[src/rtl/duty_sequencer.sv]
// Triangle duty-cycle sequencer: ramps 0->255, holds, ramps down, holds, and repeats.
// A manual override drives the duty output from sw and freezes the sequence.
module duty_sequencer #(
  parameter int unsigned STEP_DIV   = 390_625,
  parameter int unsigned HOLD_STEPS = 256
) (
  input  logic       clk,
  input  logic       rst,
  input  logic       en,
  input  logic       manual,
  input  logic [7:0] sw,
  output logic [7:0] duty,
  output logic [1:0] phase,
  output logic       step_strobe,
  output logic       cycle_done,
  output logic [7:0] cycles
);

  localparam int unsigned PW = 27;
  localparam int unsigned RW = 8;
  localparam int unsigned HW = 16;

  localparam logic [PW-1:0] PRE_LAST  = PW'(STEP_DIV - 1);
  localparam logic [HW-1:0] HOLD_LAST = HW'(HOLD_STEPS - 1);
  localparam logic [RW-1:0] RAMP_MAX  = '1;

  typedef enum logic [1:0] {
    UP      = 2'd0,
    HOLD_HI = 2'd1,
    DOWN    = 2'd2,
    HOLD_LO = 2'd3
  } phase_t;

  phase_t          state, state_nxt;
  logic [PW-1:0]   pre;
  logic [RW-1:0]   ramp, ramp_nxt;
  logic [HW-1:0]   hold_cnt, hold_nxt;
  logic [RW-1:0]   cycles_nxt;
  logic            done_nxt;
  logic [RW-1:0]   duty_nxt;
  logic            advance;
  logic            step;

  // Manual mode freezes everything exactly like en=0
  assign advance = en & ~manual;
  assign step    = advance & (pre == PRE_LAST);
  assign phase   = state;

  // State register
  always_ff @(posedge clk) begin
    if (rst) state <= UP;
    else     state <= state_nxt;
  end

  // Next-state and sequence datapath
  always_comb begin
    state_nxt  = state;
    ramp_nxt   = ramp;
    hold_nxt   = hold_cnt;
    cycles_nxt = cycles;
    done_nxt   = 1'b0;
    if (step) begin
      case (state)
        UP: begin
          if (ramp == RAMP_MAX) begin
            state_nxt = HOLD_HI;
            hold_nxt  = '0;
          end else begin
            ramp_nxt = RW'(ramp + RW'(1));
          end
        end
        HOLD_HI: begin
          if (hold_cnt == HOLD_LAST) state_nxt = DOWN;
          else                       hold_nxt  = HW'(hold_cnt + HW'(1));
        end
        DOWN: begin
          if (ramp == '0) begin
            state_nxt = HOLD_LO;
            hold_nxt  = '0;
          end else begin
            ramp_nxt = RW'(ramp - RW'(1));
          end
        end
        HOLD_LO: begin
          if (hold_cnt == HOLD_LAST) begin
            state_nxt  = UP;
            cycles_nxt = RW'(cycles + RW'(1));
            done_nxt   = 1'b1;
          end else begin
            hold_nxt = HW'(hold_cnt + HW'(1));
          end
        end
        default: state_nxt = UP;
      endcase
    end
  end

  // Output selection: sw in manual mode, otherwise the post-update ramp
  always_comb begin
    duty_nxt = ramp_nxt;
    if (manual) duty_nxt = sw;
  end

  // Datapath and output registers
  always_ff @(posedge clk) begin
    if (rst) begin
      pre         <= '0;
      ramp        <= '0;
      hold_cnt    <= '0;
      cycles      <= '0;
      duty        <= '0;
      step_strobe <= 1'b0;
      cycle_done  <= 1'b0;
    end else begin
      if (advance) pre <= step ? '0 : PW'(pre + PW'(1));
      ramp        <= ramp_nxt;
      hold_cnt    <= hold_nxt;
      cycles      <= cycles_nxt;
      duty        <= duty_nxt;
      step_strobe <= step;
      cycle_done  <= done_nxt;
    end
  end

endmodule

[config.mk]
export PLATFORM = sky130hd
export DESIGN_NAME = duty_sequencer
export DESIGN_NICKNAME = d
export VERILOG_FILES = /design/src/rtl/duty_sequencer.sv
export SDC_FILE = /design/constraint.sdc
export NUM_CORES = 1
export LEC_CHECK = 0
export CORE_MARGIN = 4
export CORE_UTILIZATION = 35
export DETAILED_ROUTE_END_ITERATION = 8
export PLACE_DENSITY = 0.49
export SLEW_MARGIN = 20
export SYNTH_ARGS = -nofsm -noshare
export SYNTH_HDL_FRONTEND = slang
export SYNTH_SLANG_ARGS = --single-unit
[constraint.sdc]
create_clock -name clk -period 2.9 [get_ports clk]
set_input_delay 0.725 -clock clk [delete_from_list [all_inputs] [get_ports clk]]
set_output_delay 0.725 -clock clk [all_outputs]
set_load 0.01 [all_outputs]
==> ci_impl_report.md <==
### Flow metrics

| Metric | Value |
|---|---|
| Die span in x | 111.1 µm |
| Met3 GRT Util | 3.221% |
| Area after DPL | 4213 µm² |
| Most numerous logic cells after layout | dfxtp_1, nor2_1, nand2_1 |
| TritonRoute pass-1 iters | 4 |
| Reg-to-Reg End | hold_cnt[9] |
| Setup TNS | 0 ns |
| Final setup violation count | 0 |
| Ys async rst share | 0% |
| Outcome | completed |
| Mapped Area | approximately 3700 µm² |
| # hold bufs at CTS | 0 |
| Aggregate global-route resource usage | 14.67% |
| Most used standard cell by instance count after synthesis | dfxtp_1 |
| Wire length on met3 | roughly 380 µm |
| Area leader, netlist | dfxtp_1 |
| Core footprint | around 10000 µm² |
| CTS Buf Count | 9 |
| Seq area share | 31.89% |
| Largest cell class | multi-input combinational cells |
| Post-synthesis instance total | 451 |
| Grt total ovfl | 0 |
| HPWL Detailed | 6544 µm |
| Vias per cell | 5.247 |
| Arr. time, crit path | approximately 2.7 ns |
| Most common reg cell | dfxtp_1 |
| Final Core Density | 43.17% |
| Largest regs | pre: 27 flops, hold_cnt: 16 flops |
| EDFF count, synth | 0 |
| Adder Area Share | 3.702% |
| Initial Utilization | 36.01% |
| Sequential Power | between 900 and 1000 µW |
| Registers, synthesis | 71 |
| FMAX | 0.4030 GHz |
| VDD IR-drop max | between 200 and 250 µV |
| Worst Tran Pin Value | 0.4995 ns |
| Critical path's largest stage delay | 0.49 ns |
| Bufs w/o clock | 43 |
| Post-CTS resize count | 0 |
| And+or+nand+nor area frac | 28.81% |
| Wire length per cell | roughly 15 µm |
| GR peak layer | met2 |
| Largest Pwr Group | registers |
| Reg2reg path depth | 7 |
| Leakage | 0.001623 µW |
| RSZ-0062 raised after global routing | false |
| Comb_multi_in | 345 |
| Area fraction in compound gates | 15.21% |
| Critical Path Sink Type | flip-flop |
Figure 1. Routed metal, one color a layer.
Scale bar: 20 µm. Only two layers are drawn.
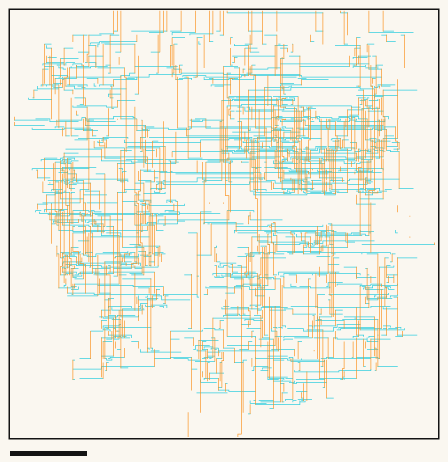
layer	color	wire length
metal 2	orange	3990 µm
metal 1	cyan	4580 µm

Figure 2. The clock network.
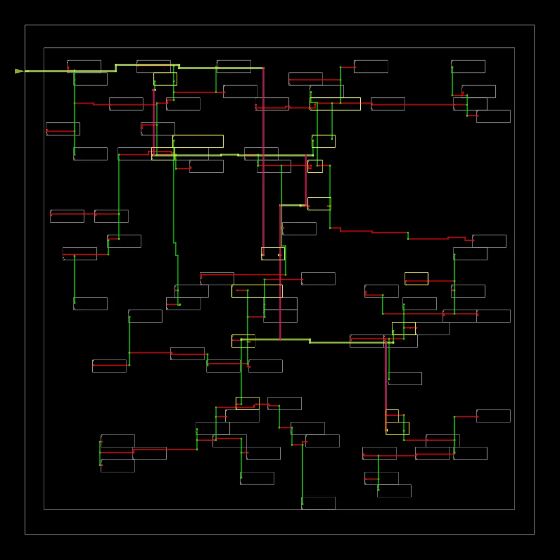
CTS sink count: 71
Late-Pin Clk Latency: 0.35 ns
Clock Skew: 0.01698 ns
flip-flops: 71

Figure 3. Floorplan with the power grid.
Scale bar: 20 µm. Pins as bars on the die edge.
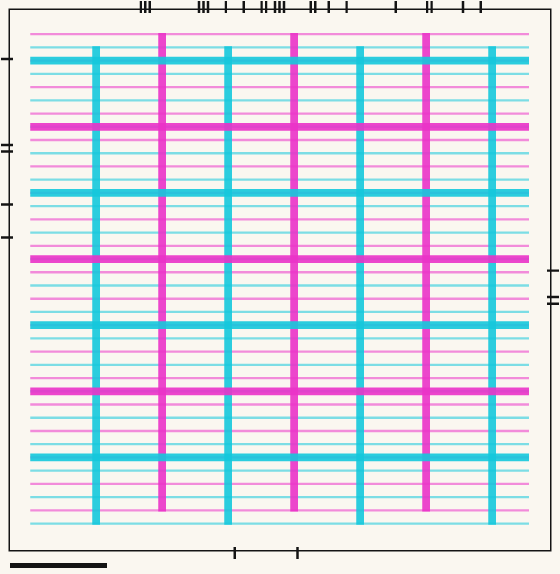
net	color
VSS	cyan
VDD	magenta
signal pins	32
met4 straps	7
rows	37
met1 rails	38
met5 straps	7

No activity file was given, so power comes from the tool's default toggle rates.
